--- src/rtl/uadd_pipe.sv ---
// Pipelined unsigned adder: the WIDTH-bit carry chain is cut into STAGES equal
// chunks, one register stage per chunk, behind a valid/ready handshake.
module uadd_pipe #(
  parameter int WIDTH  = 8,
  parameter int STAGES = 2
) (
  input  logic             clk,
  input  logic             rst,
  input  logic             in_valid,
  output logic             in_ready,
  input  logic [WIDTH-1:0] a,
  input  logic [WIDTH-1:0] b,
  input  logic             cin,
  output logic             out_valid,
  input  logic             out_ready,
  output logic [WIDTH-1:0] sum,
  output logic             cout
);
  localparam int CH = WIDTH / STAGES;

  if ((STAGES < 1) || (STAGES > WIDTH) || ((WIDTH % STAGES) != 0)) begin : g_param_chk
    $error("uadd_pipe: WIDTH must be a multiple of STAGES and 1 <= STAGES <= WIDTH");
  end

  function automatic logic [CH:0] chunk_add(input logic [CH-1:0] x,
                                            input logic [CH-1:0] y,
                                            input logic          c);
    return {1'b0, x} + {1'b0, y} + {{CH{1'b0}}, c};
  endfunction

  logic [STAGES-1:0] vld_p;
  logic [STAGES-1:0] carry_p;
  logic [WIDTH-1:0]  sum_p [STAGES];
  logic [WIDTH-1:0]  a_p   [STAGES];
  logic [WIDTH-1:0]  b_p   [STAGES];

  logic [STAGES-1:0] adv;
  logic [STAGES-1:0] vld_in;
  logic [STAGES-1:0] carry_in;
  logic [WIDTH-1:0]  sum_in [STAGES];
  logic [WIDTH-1:0]  a_in   [STAGES];
  logic [WIDTH-1:0]  b_in   [STAGES];
  logic [WIDTH-1:0]  sum_nx [STAGES];
  logic [STAGES-1:0] carry_nx;
  logic              in_fire;

  // A stage may advance if it, or any stage downstream of it, has a free slot,
  // or the output is being drained this cycle.
  always_comb begin
    logic open_slot;
    adv = '0;
    for (int k = 0; k < STAGES; k++) begin
      open_slot = out_ready;
      for (int j = k; j < STAGES; j++) open_slot = open_slot | ~vld_p[j];
      adv[k] = open_slot;
    end
  end

  assign in_ready = adv[0] & ~rst;
  assign in_fire  = in_valid & in_ready;

  // Stage inputs: stage 0 takes the ports, stage k takes the stage k-1 registers.
  always_comb begin
    vld_in   = '0;
    carry_in = '0;
    for (int k = 0; k < STAGES; k++) begin
      sum_in[k] = '0;
      a_in[k]   = '0;
      b_in[k]   = '0;
    end
    vld_in[0]   = in_fire;
    carry_in[0] = cin;
    a_in[0]     = a;
    b_in[0]     = b;
    for (int k = 1; k < STAGES; k++) begin
      vld_in[k]   = vld_p[k-1];
      carry_in[k] = carry_p[k-1];
      sum_in[k]   = sum_p[k-1];
      a_in[k]     = a_p[k-1];
      b_in[k]     = b_p[k-1];
    end
  end

  // Each stage resolves its own chunk and forwards the chunk carry.
  always_comb begin
    logic [CH:0] res;
    carry_nx = '0;
    for (int k = 0; k < STAGES; k++) begin
      res                   = chunk_add(a_in[k][k*CH +: CH], b_in[k][k*CH +: CH], carry_in[k]);
      sum_nx[k]             = sum_in[k];
      sum_nx[k][k*CH +: CH] = res[CH-1:0];
      carry_nx[k]           = res[CH];
    end
  end

  // Pipeline registers p0..p(STAGES-1)
  always_ff @(posedge clk or posedge rst) begin
    if (rst) begin
      vld_p   <= '0;
      carry_p <= '0;
      for (int k = 0; k < STAGES; k++) begin
        sum_p[k] <= '0;
        a_p[k]   <= '0;
        b_p[k]   <= '0;
      end
    end else begin
      for (int k = 0; k < STAGES; k++) begin
        if (adv[k]) begin
          vld_p[k]   <= vld_in[k];
          carry_p[k] <= carry_nx[k];
          sum_p[k]   <= sum_nx[k];
          a_p[k]     <= a_in[k];
          b_p[k]     <= b_in[k];
        end
      end
    end
  end

  assign out_valid = vld_p[STAGES-1];
  assign sum       = sum_p[STAGES-1];
  assign cout      = carry_p[STAGES-1];

endmodule

--- config.mk ---
export PLATFORM = sky130hd
export DESIGN_NAME = uadd_pipe
export DESIGN_NICKNAME = d
export VERILOG_FILES = /design/src/rtl/uadd_pipe.sv
export SDC_FILE = /design/constraint.sdc
export NUM_CORES = 1
export LEC_CHECK = 0
export CORE_MARGIN = 2
export CORE_UTILIZATION = 47
export DETAILED_ROUTE_END_ITERATION = 16
export PLACE_DENSITY = 0.77
export SLEW_MARGIN = 20
export SYNTH_ARGS = -nofsm -noshare
export SYNTH_HDL_FRONTEND = slang
export SYNTH_SLANG_ARGS = --single-unit
--- constraint.sdc ---
create_clock -name clk -period 1.9 [get_ports clk]
set_input_delay 0.475 -clock clk [delete_from_list [all_inputs] [get_ports clk]]
set_output_delay 0.475 -clock clk [all_outputs]
set_load 0.01 [all_outputs]
placement_by_type.png
The bar under the picture is 20 um long. Fill, decap, tap and diode cells in gray.
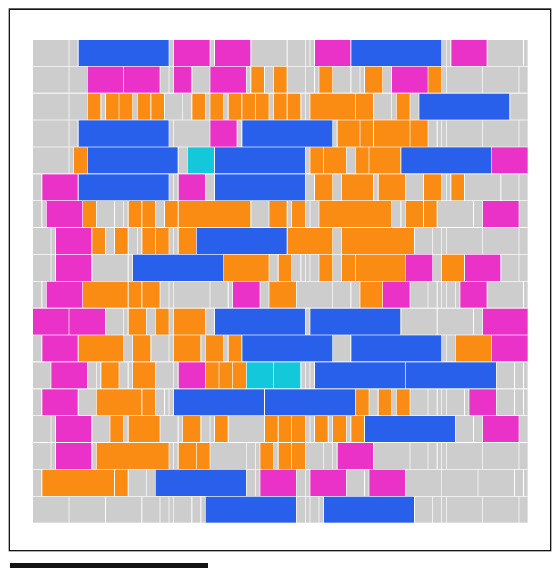
| color | class | cells | share of their area |
|---|---|---|---|
| blue | flops | 24 | 38% |
| cyan | clock drivers | 3 | 1.4% |
| orange | combinational and other logic | 99 | 37% |
| magenta | other buffers and delay cells | 39 | 23% |
Rows: 18
Finished Cell Area: 1619 um^2
flop share of the area: 37.09%
core area: 2455 um^2

cell_density.png
The die is cut into 11 by 11 equal tiles; black is low, pale yellow is high, 0 to 100% covered.
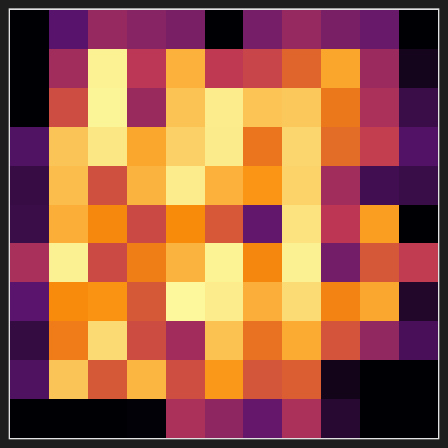
densest ninth of the die: center
fullest tile: 98%
tiles over 75% full: 32%
mean over tiles: 53%
Initial Utilization: 49.13%
final core occ: 65.95%

==> impl_metrics.json <==
{
  "status": "completed",
  "gr-usage-met2_pct": 30.56,
  "synth-seq-cells": 24,
  "most-common-layout-cells": "nand2_1 (38), clkdlybuf4s50_1 (29), dfrtp_1 (24)",
  "io_pins": 32,
  "crit_path_end_kind": "output port",
  "ys_chip_area_um2": 1206,
  "insertion_delay_ns": 0.30,
  "r2r_start": "carry_p[0]$_DFFE_PP0N_",
  "setup_ws_ns": 0.1078,
  "ys_cells": 126,
  "fin_crit_ns": 1.792,
  "netlist.area_leader.share_pct": 49.79,
  "synthArstFlopShare_pct": 100.0,
  "synth_cell_types": 23,
  "grt_most_used_layer": "met2",
  "slew_viol_final": 0,
  "design.seq.count": 24,
  "largest_class": "registers",
  "dieHeight_um": 54.66,
  "critical_path_class": "register to output port",
  "grt_use_met3_pct": 2.459,
  "pwr-share-clk_pct": 16.7,
  "grt_overflow": 0,
  "place_inst": 192,
  "final_cells": 195,
  "gp_congestion": 0.8119,
  "fin_setup_tns_ns": 0,
  "postSynthAreaPerCell_um2": 9.573,
  "synth-edff-count": 0,
  "grtUsageMet1_pct": 23.33,
  "adder_share_pct": 12.86,
  "syn-cell-area_um2": 1206,
  "combAreaFraction_pct": 34.16,
  "synth_compound_gate_area_share_pct": 6.950,
  "power.leakage_nw": 0.8177,
  "ys_sh_simple_pct": 23.76,
  "wl_per_cell_um": 11.98,
  "setup_viol": 0,
  "routed_via_density": 4.851,
  "top_layer_used": "met4"
}
wires.png
The bar under the picture is 20 um long. Only two layers are drawn.
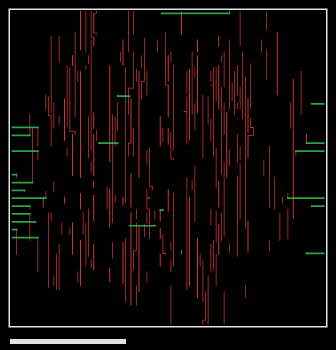
| color | layer | wire length |
|---|---|---|
| green | metal 3 | 81.3 um |
| red | metal 2 | 1170 um |
final WL: 2336 um
vias post-DR: 946

flops_by_reg.png
The bar under the picture is 20 um long. Other sequential cells in the stronger gray, the rest of the logic in the fainter gray.
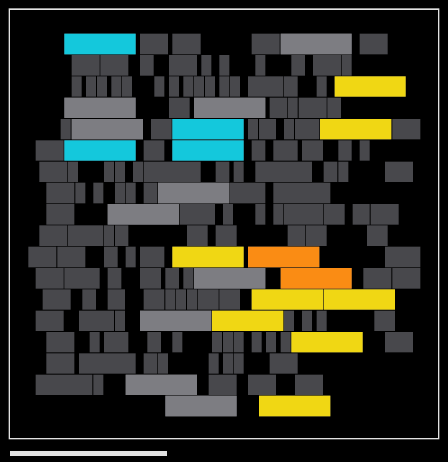
| color | netlist name | sequential cells |
|---|---|---|
| orange | vld_p | 2 |
| cyan | b_in | 4 |
| yellow | sum | 8 |
not colored: 10
total sequential power: 0.647 mW
Flop area: 600.6 um^2

critical path, cell delays in order, from the launching register on:
cell,delay (ns)
dfrtp_1,0.36
buf_4,0.14
clkdlybuf4s50_1,0.53
what timing repair did:
action	CTS	global route
gates cloned	0	0
setup endpoints to repair	1	1
resized	4	1
registers in the layout, indices dropped and copies added (netlist names):
signal,flops
sum,8
sum_in,4
carry_p,2
a_in,4
b_in,4
vld_p,2
worst max path at each step:
stage / cells after the start / slack (ns) / endpoint
5_1_grt: 2 / 0.03 / out_valid
2_1_floorplan: 4 / 0.35 / sum_in[1]$_DFFE_PP0N_
3_5_place_dp: 4 / -0.38 / in_ready
4_1_cts: 4 / 0.01 / in_ready
6_report: 2 / 0.11 / out_valid
3_3_place_gp: 4 / -0.40 / in_ready
Power figures rest on the tool's default switching activity, not on a simulated workload.
